<file path="config.mk">
export PLATFORM = sky130hd
export DESIGN_NAME = adc_snap_ctrl
export DESIGN_NICKNAME = d
export VERILOG_FILES = /design/src/rtl/adc_snap_pkg.sv /design/src/rtl/snap_edge_det.sv /design/src/rtl/adc_snap_ctrl.sv
export SDC_FILE = /design/constraint.sdc
export NUM_CORES = 1
export LEC_CHECK = 0
export CORE_MARGIN = 2
export CORE_UTILIZATION = 56
export CTS_BUF_LIST = sky130_fd_sc_hd__clkbuf_8
export CTS_CLUSTER_SIZE = 8
export DETAILED_ROUTE_END_ITERATION = 10
export PLACE_DENSITY = 0.88
export RECOVER_POWER = 25
export REMOVE_ABC_BUFFERS = 1
export SYNTH_ARGS = -nofsm -noshare
export SYNTH_HDL_FRONTEND = slang
export SYNTH_SLANG_ARGS = --single-unit
</file>
<file path="constraint.sdc">
create_clock -name user_clk -period 4.5 [get_ports user_clk]
set_input_delay 0.9 -clock user_clk [delete_from_list [all_inputs] [get_ports user_clk]]
set_output_delay 0.9 -clock user_clk [all_outputs]
set_load 0.05 [all_outputs]
</file>
<file path="src/rtl/adc_snap_pkg.sv">
// adc_snap_pkg: shared state codes, control/status bit positions and status packing for adc_snap_ctrl
package adc_snap_pkg;

    typedef logic [1:0] state_t;

    localparam state_t ST_IDLE    = 2'd0;
    localparam state_t ST_ARMED   = 2'd1;
    localparam state_t ST_CAPTURE = 2'd2;
    localparam state_t ST_DONE    = 2'd3;

    localparam int CTRL_ARM   = 0;
    localparam int CTRL_CLR   = 1;
    localparam int CTRL_FORCE = 2;
    localparam int CTRL_N     = 3;

    localparam int STAT_ARMED     = 0;
    localparam int STAT_CAPTURING = 1;
    localparam int STAT_DONE      = 2;
    localparam int STAT_MISSED    = 3;
    localparam int STAT_CNT_LSB   = 8;

    localparam int CNT_W = 8;

    function automatic logic [31:0] pack_status(input state_t st, input logic missed,
                                                input logic [CNT_W-1:0] cnt);
        logic [31:0] s;
        s = '0;
        s[STAT_ARMED]     = st == ST_ARMED;
        s[STAT_CAPTURING] = st == ST_CAPTURE;
        s[STAT_DONE]      = st == ST_DONE;
        s[STAT_MISSED]    = missed;
        s[STAT_CNT_LSB +: CNT_W] = cnt;
        return s;
    endfunction

endpackage

</file>
<file path="src/rtl/snap_edge_det.sv">
// snap_edge_det: registered N-bit rising-edge detector, one-cycle pulse per low-to-high transition
module snap_edge_det #(
    parameter int N = 3
) (
    input  logic         clk,
    input  logic         rst_n,
    input  logic [N-1:0] din,
    output logic [N-1:0] rise
);

    logic [N-1:0] prev;

    // sample inputs once and emit a registered pulse on each rising bit
    always_ff @(posedge clk or negedge rst_n) begin
        if (!rst_n) begin
            prev <= '0;
            rise <= '0;
        end else begin
            prev <= din;
            rise <= din & ~prev;
        end
    end

endmodule

</file>
<file path="src/rtl/adc_snap_ctrl.sv">
// adc_snap_ctrl: arm/trigger/capture sequencer that publishes a coherent timestamp+ADC snapshot in one cycle
module adc_snap_ctrl
    import adc_snap_pkg::*;
#(
    parameter int NUM_WORDS = 4,
    parameter int DATA_W    = 32,
    parameter int TS_W      = 32
) (
    input  logic                        user_clk,
    input  logic                        user_rst_n,
    input  logic [31:0]                 ctrl_in,
    input  logic                        trig_in,
    input  logic [TS_W-1:0]             ts_in,
    input  logic [DATA_W-1:0]           data_in,
    input  logic                        data_vld,
    output logic [TS_W-1:0]             snap_ts,
    output logic [NUM_WORDS*DATA_W-1:0] snap_data,
    output logic [31:0]                 status_out
);

    localparam int IDX_W = $clog2(NUM_WORDS);
    localparam logic [IDX_W-1:0] LAST = IDX_W'(NUM_WORDS - 1);

    logic [CTRL_N-1:0]           rise;
    state_t                      state, state_nx;
    logic [IDX_W-1:0]            idx, idx_nx;
    logic                        missed, missed_nx;
    logic [CNT_W-1:0]            cap_cnt, cap_cnt_nx;
    logic                        accept, wr, complete;
    logic [TS_W-1:0]             shadow_ts;
    logic [NUM_WORDS*DATA_W-1:0] shadow, shadow_nx;
    logic                        unused_ctrl;

    assign unused_ctrl = ^ctrl_in[31:CTRL_N];

    snap_edge_det #(.N(CTRL_N)) u_edge (
        .clk   (user_clk),
        .rst_n (user_rst_n),
        .din   (ctrl_in[CTRL_N-1:0]),
        .rise  (rise)
    );

    // next-state decode; clear beats arm, arm beats trigger
    always_comb begin
        state_nx  = state;
        idx_nx    = idx;
        missed_nx = missed;
        accept    = 1'b0;
        wr        = 1'b0;
        complete  = 1'b0;
        if (rise[CTRL_CLR]) begin
            state_nx  = ST_IDLE;
            idx_nx    = '0;
            missed_nx = 1'b0;
        end else begin
            case (state)
                ST_IDLE: state_nx = rise[CTRL_ARM] ? ST_ARMED : ST_IDLE;
                ST_ARMED: begin
                    if (trig_in || rise[CTRL_FORCE]) begin
                        state_nx = ST_CAPTURE;
                        idx_nx   = '0;
                        accept   = 1'b1;
                    end
                end
                ST_CAPTURE: begin
                    if (data_vld) begin
                        wr       = 1'b1;
                        complete = idx == LAST;
                        idx_nx   = complete ? '0 : idx + 1'b1;
                        state_nx = complete ? ST_DONE : ST_CAPTURE;
                    end
                end
                default: begin
                    if (rise[CTRL_ARM])
                        state_nx = ST_ARMED;
                    else if (trig_in || rise[CTRL_FORCE])
                        missed_nx = 1'b1;
                end
            endcase
        end
        cap_cnt_nx = cap_cnt + CNT_W'(complete);
    end

    // shadow buffer with the current sample merged in, so the copy can include the final word
    always_comb begin
        shadow_nx = shadow;
        for (int k = 0; k < NUM_WORDS; k++)
            if (wr && idx == IDX_W'(k))
                shadow_nx[k*DATA_W +: DATA_W] = data_in;
    end

    // sequencer state, capture index, sticky missed flag and completion counter
    always_ff @(posedge user_clk or negedge user_rst_n) begin
        if (!user_rst_n) begin
            state   <= ST_IDLE;
            idx     <= '0;
            missed  <= 1'b0;
            cap_cnt <= '0;
        end else begin
            state   <= state_nx;
            idx     <= idx_nx;
            missed  <= missed_nx;
            cap_cnt <= cap_cnt_nx;
        end
    end

    // shadow capture: timestamp on trigger acceptance, words as they arrive
    always_ff @(posedge user_clk or negedge user_rst_n) begin
        if (!user_rst_n) begin
            shadow_ts <= '0;
            shadow    <= '0;
        end else begin
            shadow <= shadow_nx;
            if (accept)
                shadow_ts <= ts_in;
        end
    end

    // single-cycle copy of the whole shadow to the software-visible snapshot
    always_ff @(posedge user_clk or negedge user_rst_n) begin
        if (!user_rst_n) begin
            snap_ts   <= '0;
            snap_data <= '0;
        end else if (complete) begin
            snap_ts   <= shadow_ts;
            snap_data <= shadow_nx;
        end
    end

    // status is built from next-state values so it lines up with the state register
    always_ff @(posedge user_clk or negedge user_rst_n) begin
        if (!user_rst_n)
            status_out <= '0;
        else
            status_out <= pack_status(state_nx, missed_nx, cap_cnt_nx);
    end

endmodule

</file>
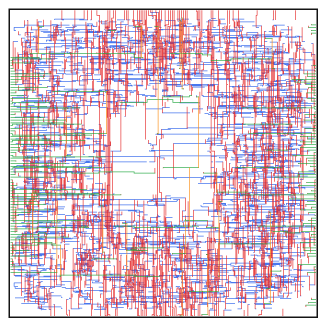
Run 1: wiring by layer
(2 px per um)
Key: M3 = green [wire length 2290 um]; M4 = orange [wire length 579 um]; M1 = blue [wire length 11300 um]; M2 = red [wire length 13100 um]
DRT Wirelength: 27330 um
Vias: 8368
WL/cell: 17.00 um
total track usage: 23.60%

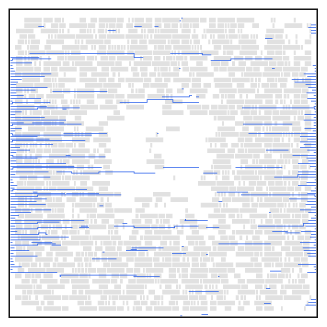
Run 1: M3 wires
(2 px per um)
The layer carries 2290 um of wire. The longest straight run is 52.2 um. The wires run mostly horizontal. 185 nets have wire on it.
met3 Track Usage GR: 7.797%

==> results.py, run 1 <==
# Auto-generated metrics
metrics = {
    "run_status": {
        "status": "complete, but fails checks",
        "violations": "max-capacitance violations, max-slew violations",
    },
    "detailed_routing": {
        "ant_nets": 0,
        "dr_wl_met3_um": 2291,
        "wl_met1_um": 11320,
    },
    "logic_synthesis": {
        "netlist_area_sq_um": 12480,
        "synthArstFlopShare_pct": 100.0,
        "top_cell_area_share_pct": 62.14,
        "ys_seq_share_pct": 62.14,
        "yosys-top-cells-count": "358 x nand2_1, 310 x dfrtp_1, 121 x mux2_2",
        "synth.most_common_cell": "nand2_1",
        "yosys_warnings": 0,
        "avgSynthCellArea_sq_um": 11.78,
        "top_area_cell": "dfrtp_1",
    },
    "sta": {
        "final-max-slew-violation-count": 118,
        "worstMarginPinSlew_ns": 2.959,
        "rsz0062_at_grt": "no",
        "finClkSkew_ns": 0.02090,
    },
    "setup_path": {
        "slowest_stage": "clkbuf_2",
        "arrival_ns": 3.02,
        "startpoint_type": "primary input",
        "worstPathMaxFanout": 119,
        "crit_family": "buffers and inverters",
        "crit_path_cell_trace": "clkbuf_2",
    },
    "clocking": {
        "clkLatencyLatePin_ns": 0.55,
        "cts.sinks": 310,
        "cts_root_buf": "clkbuf_8",
        "clkTransAtPathRegs_ns": 0.06,
        "cts_tree": "built",
        "clock_path_buffers": 3,
    },
    "pwr": {
        "p_switching_mw": 1.730,
        "pwr-share-comb_pct": 16.0,
        "vdd_drop_max_mv": 0.2996,
        "p_total_mw": 6.677,
    },
    "die": {
        "core_area_sq_um": 21820,
        "dieHeight_um": 153.3,
        "fp_util_pct": 57.21,
        "core.rowCount": 54,
    },
    "layout": {
        "layout-drive-gt1-share_pct": 15.14,
        "antenna_cells": 0,
        "instances_no_fill": 1608,
    },
    "place": {
        "dp.cells": 1533,
        "io_buffers": 242,
    },
    "run": {
        "cap_violations": 1,
    },
}
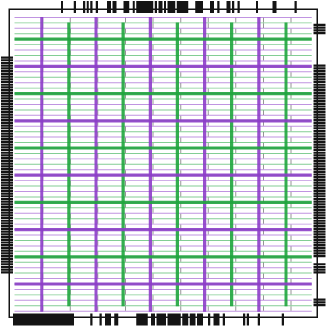
Run 1: power grid
(2 px per um) Pins as bars on the die edge. Tap cells in grey.
Key: VDD = green; VSS = purple
280 tap cells. 292 signal pins sit on the boundary.

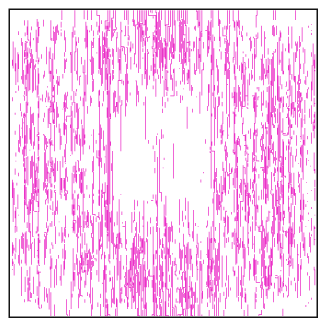
Run 1: M2 wires
(2 px per um)
The wires run mostly vertical. The layer holds 48% of the routed length. The layer carries 13100 um of wire.

## run 1: worst paths after layout
check | startpoint | to | slack (ns) | cells after the start
max in group user_clk | data_vld | cap_cnt[6]$_DFF_PN0_ | 1.64 | 9
min in group asynchronous | user_rst_n | snap_data[105]$_DFFE_PN0P_ | 1.32 | 1
worst max register to register | state[0]$_DFF_PN0_ | cap_cnt[6]$_DFF_PN0_ | 1.67 | 10
worst min register to register | u_edge.prev[2]$_DFF_PN0_ | u_edge.rise[2]$_DFF_PN0_ | 0.40 | 1
worst min-delay path | u_edge.prev[2]$_DFF_PN0_ | u_edge.rise[2]$_DFF_PN0_ | 0.40 | 1
worst max-delay path | user_rst_n | u_edge.rise[0]$_DFF_PN0_ | 1.47 | 1
## run 1: stage by stage
step,TNS [ns],hold WS (ns),utilization (%),setup slack [ns],area [sq um]
after floorplan,-1.118,0.3777,-,-0.3407,12020
after global placement,0,0.3813,68.38,1.107,14920
after detailed placement,0,0.3928,68.38,1.050,14920
after CTS,0,0.4047,72.46,1.632,15810
after global routing,0,0.4114,72.41,0.8409,15800
final,0,0.4039,72.41,1.475,15800
## run 1: final cells by class
class | count | share of cell area (%)
multi-input combinational | 687 | 27.04
sequential | 310 | 49.09
clock buffer | 58 | 5.051
tap | 280 | 2.217
timing repair buffer | 251 | 15.88
clock inverter | 17 | 0.5859
inverter | 5 | 0.1346
## run 1: cell families (layout without fill, tap and decap cells)
group           count (synthesis)  in the layout  synth area share, %
other cells                     1             20              0.03004
simple gates                  387            387                12.35
flops                         310            310                62.14
mux                           193            193                16.77
buf+inv                        82            331                4.450
compound gates                 71             71                2.846
fa+ha+maj                      10             10                1.002
xor+xnor                        6              6               0.4209
## run 1: metal layers
layer / vias up / track usage [%]
met5: - / 0
met4: 0 / 6.526
met3: 48 / 7.797
met2: 257 / 38.95
met1: 4146 / 30.14
li1: 3917 / -
## run 1: power by group through the flow
stage               clock network, mW  registers, mW  logic [mW]
floorplan                           0           3.42       0.713
CTS                              2.28           3.38        1.08
finish                           2.22           3.38        1.07
detailed placement                  0           3.43        1.07
global placement                    0           3.40        1.03
global route                     2.40           3.43        1.17
## run 1: placed cells by master, fill, tap and decap left out, types with 4 or more instances in the layout
cell type,synthesis,layout
nand3_1,4,4
mux2_1,8,8
dlygate4sd3_1,0,4
nand2_1,358,356
ha_1,10,8
inv_1,4,18
nor3b_1,4,4
buf_4,21,7
dfrtp_1,310,310
mux2i_1,64,64
clkbuf_8,0,58
o21ai_0,66,66
xnor2_1,4,4
nor2_1,7,7
clkdlybuf4s50_1,0,237
a21oi_1,5,5
mux2_2,121,121
conb_1,1,20
## run 1: flip-flops by register name, summed over array words and instances (netlist names), 3 cells and up
name	flops
u_edge.rise	3
shadow	96
snap_data	128
u_edge.prev	3
shadow_ts	32
status_out	5
snap_ts	32
cap_cnt	7
Run 1, clock wiring as the flow saved it:
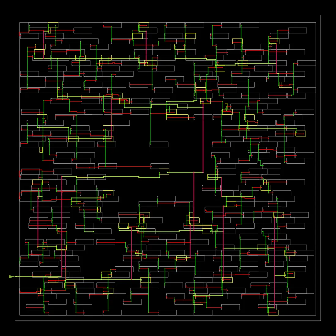

==> run 2, diff against run 1 <==
--- a/config.mk
+++ b/config.mk
@@ -6,11 +6,11 @@
 export NUM_CORES = 1
 export LEC_CHECK = 0
 export CORE_MARGIN = 2
-export CORE_UTILIZATION = 56
+export CORE_UTILIZATION = 47
 export CTS_BUF_LIST = sky130_fd_sc_hd__clkbuf_8
 export CTS_CLUSTER_SIZE = 8
 export DETAILED_ROUTE_END_ITERATION = 10
-export PLACE_DENSITY = 0.88
+export PLACE_DENSITY = 0.79
 export RECOVER_POWER = 25
 export REMOVE_ABC_BUFFERS = 1
 export SYNTH_ARGS = -nofsm -noshare
==> constraint.sdc (replaced) <==
create_clock -name user_clk -period 2.68 [get_ports user_clk]
set_input_delay 0.536 -clock user_clk [delete_from_list [all_inputs] [get_ports user_clk]]
set_output_delay 0.536 -clock user_clk [all_outputs]
set_load 0.05 [all_outputs]
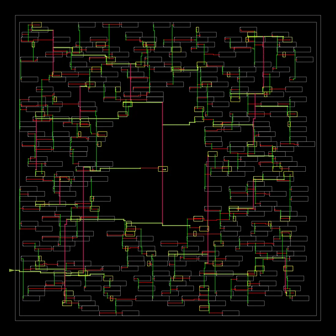
Run 2: clock wiring as the flow saved it
flop count: 310
# clock sinks: 310
Final Skew: 0.02055 ns

==> results.py, run 2 <==
# Auto-generated metrics
metrics = {
    "logic_synthesis": {
        "netlist_area_sq_um": 12480,
        "ys_sh_xor_pct": 0.4209,
        "yosys-top-cells-count": "358 x nand2_1, 310 x dfrtp_1, 121 x mux2_2",
        "ys_seq_share_pct": 62.14,
        "synth.most_common_cell": "nand2_1",
    },
    "setup_path": {
        "worstPathMaxFanout": 2,
        "r2r_slack_ns": 0.53,
        "crit_family": "buffers and inverters",
    },
    "run_status": {
        "status": "complete, but fails checks",
        "violations": "max-capacitance violations, max-slew violations",
    },
    "layout": {
        "lay_top_cells": "356 x nand2_1, 310 x dfrtp_1, 238 x clkdlybuf4s50_1",
        "largest_reg_flops": 128,
        "mostFrequentLayoutCell": "nand2_1",
    },
    "place": {
        "dp.cells": 1605,
    },
    "run": {
        "cap_violations": 1,
    },
    "clocking": {
        "clkTransAtPathRegs_ns": 0.06,
    },
    "detailed_routing": {
        "ant_nets": 0,
    },
    "pwr": {
        "vdd_drop_max_mv": 0.4423,
    },
    "die": {
        "core.rowCount": 59,
        "core_area_sq_um": 26060,
    },
    "sta": {
        "final-max-slew-violation-count": 61,
    },
}
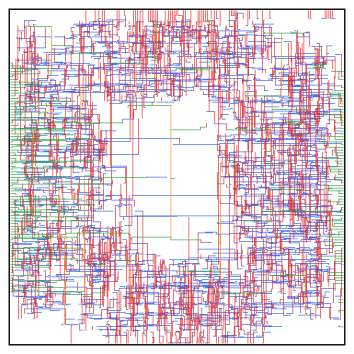
Run 2: wiring by layer
(2 px per um)
Key: M3 = green [wire length 2310 um]; M1 = blue [wire length 11900 um]; M2 = red [wire length 13000 um]; M4 = orange [wire length 538 um]

run 2: cells by family (layout without fill, tap and decap cells):
logic type      Yosys count  count (layout)
xor+xnor                  6               6
mux                     193             193
simple gates            387             387
other cells               1              20
flops                   310             310
buf+inv                  82             358
fa+ha+maj                10              10
compound gates           71              71
run 2: cell type report:
type                    instances  area [sq um]  share of cell area (%)
flip-flops and latches        310          7757                   47.95
multi-input cells             687          4273                   26.41
clock buffers                  61         839.6                   5.189
inverters                       5         21.27                  0.1315
repair buffers                269          2773                   17.14
well taps                     335         419.2                   2.591
clock inverters                23         96.34                  0.5955
run 2: repair_timing:
| action | in CTS | in global routing |
|---|---|---|
| setup buffers | 0 | 0 |
| hold buffers | 1 | 0 |
| endpoints found under the hold margin | 54 | 0 |
run 2: metal layers:
layer / wire length, um / GRT usage, % / vias to the layer above
met5: 0 / 0 / -
met4: 537 / 5.435 / 0
met3: 2311 / 7.367 / 45
met2: 13040 / 33.21 / 253
met1: 11930 / 25.78 / 4107
li1: - / - / 3969
run 2: stage by stage:
stage / setup TNS, ns / instance area (sq um) / setup slack (ns)
floorplan: -212.83 / 12020 / -2.037
global placement: 0 / 15240 / 0.2186
detailed placement: 0 / 15240 / 0.2000
CTS: 0 / 16190 / 0.2382
global route: 0 / 16180 / 0.1311
finish: 0 / 16180 / 0.2987
run 2: power groups by stage:
stage | Clock [mW] | Sequential (mW) | Combinational (mW)
after floorplan | 0 | 5.75 | 1.20
after global placement | 0 | 5.70 | 1.78
after detailed placement | 0 | 5.76 | 1.86
after CTS | 3.91 | 5.67 | 1.86
after global routing | 4.10 | 5.76 | 2.00
final | 3.77 | 5.67 | 1.83
run 2: worst paths after layout:
path                                            from  cells after the start                         to
max                        snap_data[62]$_DFFE_PN0P_                      1              snap_data[62]
min                         u_edge.prev[1]$_DFF_PN0_                      1   u_edge.rise[1]$_DFF_PN0_
max in group asynchronous                 user_rst_n                      3  snap_data[20]$_DFFE_PN0P_
max reg2reg                       state[0]$_DFF_PN0_                     10       cap_cnt[6]$_DFF_PN0_
min reg2reg                 u_edge.prev[1]$_DFF_PN0_                      1   u_edge.rise[1]$_DFF_PN0_
min in group asynchronous                 user_rst_n                      2       shadow[44]$_DFF_PN0_
Run 2, M2 wires:
(1.5 px per um)
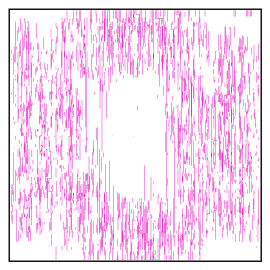

==> run 3, diff against run 2 <==
--- a/config.mk
+++ b/config.mk
@@ -5,6 +5,8 @@
 export SDC_FILE = /design/constraint.sdc
 export NUM_CORES = 1
 export LEC_CHECK = 0
+export CAP_MARGIN = 0
+export CORE_ASPECT_RATIO = 1.4
 export CORE_MARGIN = 2
 export CORE_UTILIZATION = 47
 export CTS_BUF_LIST = sky130_fd_sc_hd__clkbuf_8
==> constraint.sdc (replaced) <==
create_clock -name user_clk -period 2.68 [get_ports user_clk]
set_input_delay 0.536 -clock user_clk [delete_from_list [all_inputs] [get_ports user_clk]]
set_output_delay 0.536 -clock user_clk [all_outputs]
set_load 0.02 [all_outputs]
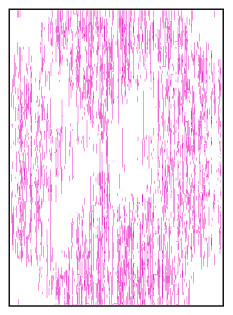
Run 3: M2 wires
(1.5 px per um)
The longest straight run is 67.7 um. 1205 nets have wire on it.

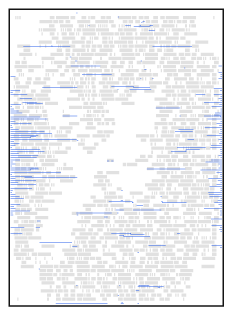
Run 3: M3 wires
(1.5 px per um)
The layer holds 5.2% of the routed length. The layer carries 1440 um of wire. The longest straight run is 43.9 um. The wires run mostly horizontal.

==> results.py, run 3 <==
# Auto-generated metrics
metrics = {
    "layout": {
        "syn_to_final_growth_pct": 27.96,
        "logic_area_sq_um": 4273,
        "largest_reg_flops": 128,
        "finalInstanceArea_sq_um": 15980,
        "fillers": 2102,
        "mostFrequentLayoutCell": "nand2_1",
        "lay_top_cells": "356 x nand2_1, 310 x dfrtp_1, 238 x clkdlybuf4s50_1",
        "flop_area_sq_um": 7757,
    },
    "clocking": {
        "hold_buffers": 1,
        "clkLatencyLatePin_ns": 0.56,
        "cts.sinks": 310,
        "post_cts.repair.setup_buffers": 0,
        "clkTransAtPathRegs_ns": 0.06,
        "cts_resized": 0,
    },
    "die": {
        "core_area_sq_um": 26100,
        "core.rowCount": 70,
        "fp_util_pct": 47.83,
    },
    "logic_synthesis": {
        "yosys_warnings": 0,
        "synth.most_common_cell": "nand2_1",
        "ys_cells": 1060,
        "ys_ff": 310,
        "top_cell_area_share_pct": 62.14,
        "netlist_area_sq_um": 12480,
        "ys_seq_share_pct": 62.14,
        "yosys-top-cells-count": "358 x nand2_1, 310 x dfrtp_1, 121 x mux2_2",
    },
    "min_path": {
        "min_path_type": "flop to flop",
        "worstHoldStart": "u_edge.prev[0]$_DFF_PN0_",
        "min_path_cells": 1,
        "holdPathEnd": "u_edge.rise[0]$_DFF_PN0_",
    },
    "sta": {
        "final-max-slew-violation-count": 66,
        "finClkSkew_ns": 0.01419,
    },
    "detailed_routing": {
        "vias": 8317,
        "ant_nets": 0,
        "drtPass1Iterations": 4,
    },
    "setup_path": {
        "worstPathMaxFanout": 224,
        "r2r_slack_ns": 0.36,
        "crit_family": "buffers and inverters",
        "regToRegEndpoint": "snap_data[81]$_DFFE_PN0P_",
        "regToRegStartpoint": "state[0]$_DFF_PN0_",
        "rr_worst_depth": 6,
    },
    "place": {
        "dp.cells": 1593,
        "dp_hpwl_um": 18000,
        "place_area_sq_um": 15180,
    },
    "run_status": {
        "violations": "max-capacitance violations, max-slew violations",
        "status": "complete, but fails checks",
    },
    "global_routing": {
        "grt_pass1_vias": 8685,
    },
    "pwr": {
        "vdd_drop_max_mv": 0.5408,
        "p_int_mw": 8.155,
    },
    "run": {
        "cap_violations": 1,
    },
}
-- run 3: per-stage QoR --
step,TNS [ns],worst slack (ns)
4_1_cts,0,0.3856
6_report,0,0.3617
5_1_grt,0,0.1051
3_3_place_gp,0,0.1931
2_1_floorplan,-212.74,-2.019
3_5_place_dp,0,0.1461
-- run 3: cell type report --
type                       instances  share of cell area (%)
sequential                       310                   48.56
multi-input combinational        687                   26.75
timing repair buffer             268                   17.00
clock buffer                      52                   4.480
tap                              324                   2.538
clock inverter                    13                  0.5404
inverter                           5                  0.1331
-- run 3: worst max path at each step --
stage,from,to,slack [ns],cells after the start
2_1_floorplan,state[0]$_DFF_PN0_,cap_cnt[6]$_DFF_PN0_,-2.02,10
3_3_place_gp,data_vld,cap_cnt[6]$_DFF_PN0_,0.19,9
3_5_place_dp,data_vld,cap_cnt[6]$_DFF_PN0_,0.15,9
4_1_cts,state[0]$_DFF_PN0_,snap_data[29]$_DFFE_PN0P_,0.39,6
5_1_grt,user_rst_n,snap_data[22]$_DFFE_PN0P_,0.11,3
6_report,state[0]$_DFF_PN0_,snap_data[81]$_DFFE_PN0P_,0.36,6
-- run 3: routing by layer --
metal	wire length (um)	up-vias	global-route usage (%)	part of all wire, %
li1	-	3942	-	-
met1	10920	4078	23.98	39
met2	14270	238	35.38	52
met3	1438	59	4.397	5.2
met4	1022	0	8.519	3.7
met5	0	-	0	0
-- run 3: logic make-up (layout without fill, tap and decap cells) --
kind of cell | Yosys count | in the layout | synth area share (%)
AND-OR/OR-AND | 71 | 71 | 2.846
other | 1 | 20 | 0.03004
buffers and inverters | 82 | 338 | 4.450
AND/OR/NAND/NOR | 387 | 387 | 12.35
multiplexers | 193 | 193 | 16.77
flip-flops | 310 | 310 | 62.14
XOR/XNOR | 6 | 6 | 0.4209
adder cells (fa/ha/maj) | 10 | 10 | 1.002
-- run 3: power by group through the flow --
stage / clock [mW] / combinational [mW] / sequential (mW)
floorplan: 0 / 1.16 / 5.69
global placement: 0 / 1.69 / 5.70
detailed placement: 0 / 1.77 / 5.76
CTS: 3.64 / 1.77 / 5.68
global route: 3.85 / 1.90 / 5.76
finish: 3.53 / 1.74 / 5.68
Power figures rest on the tool's default switching activity, not on a simulated workload.
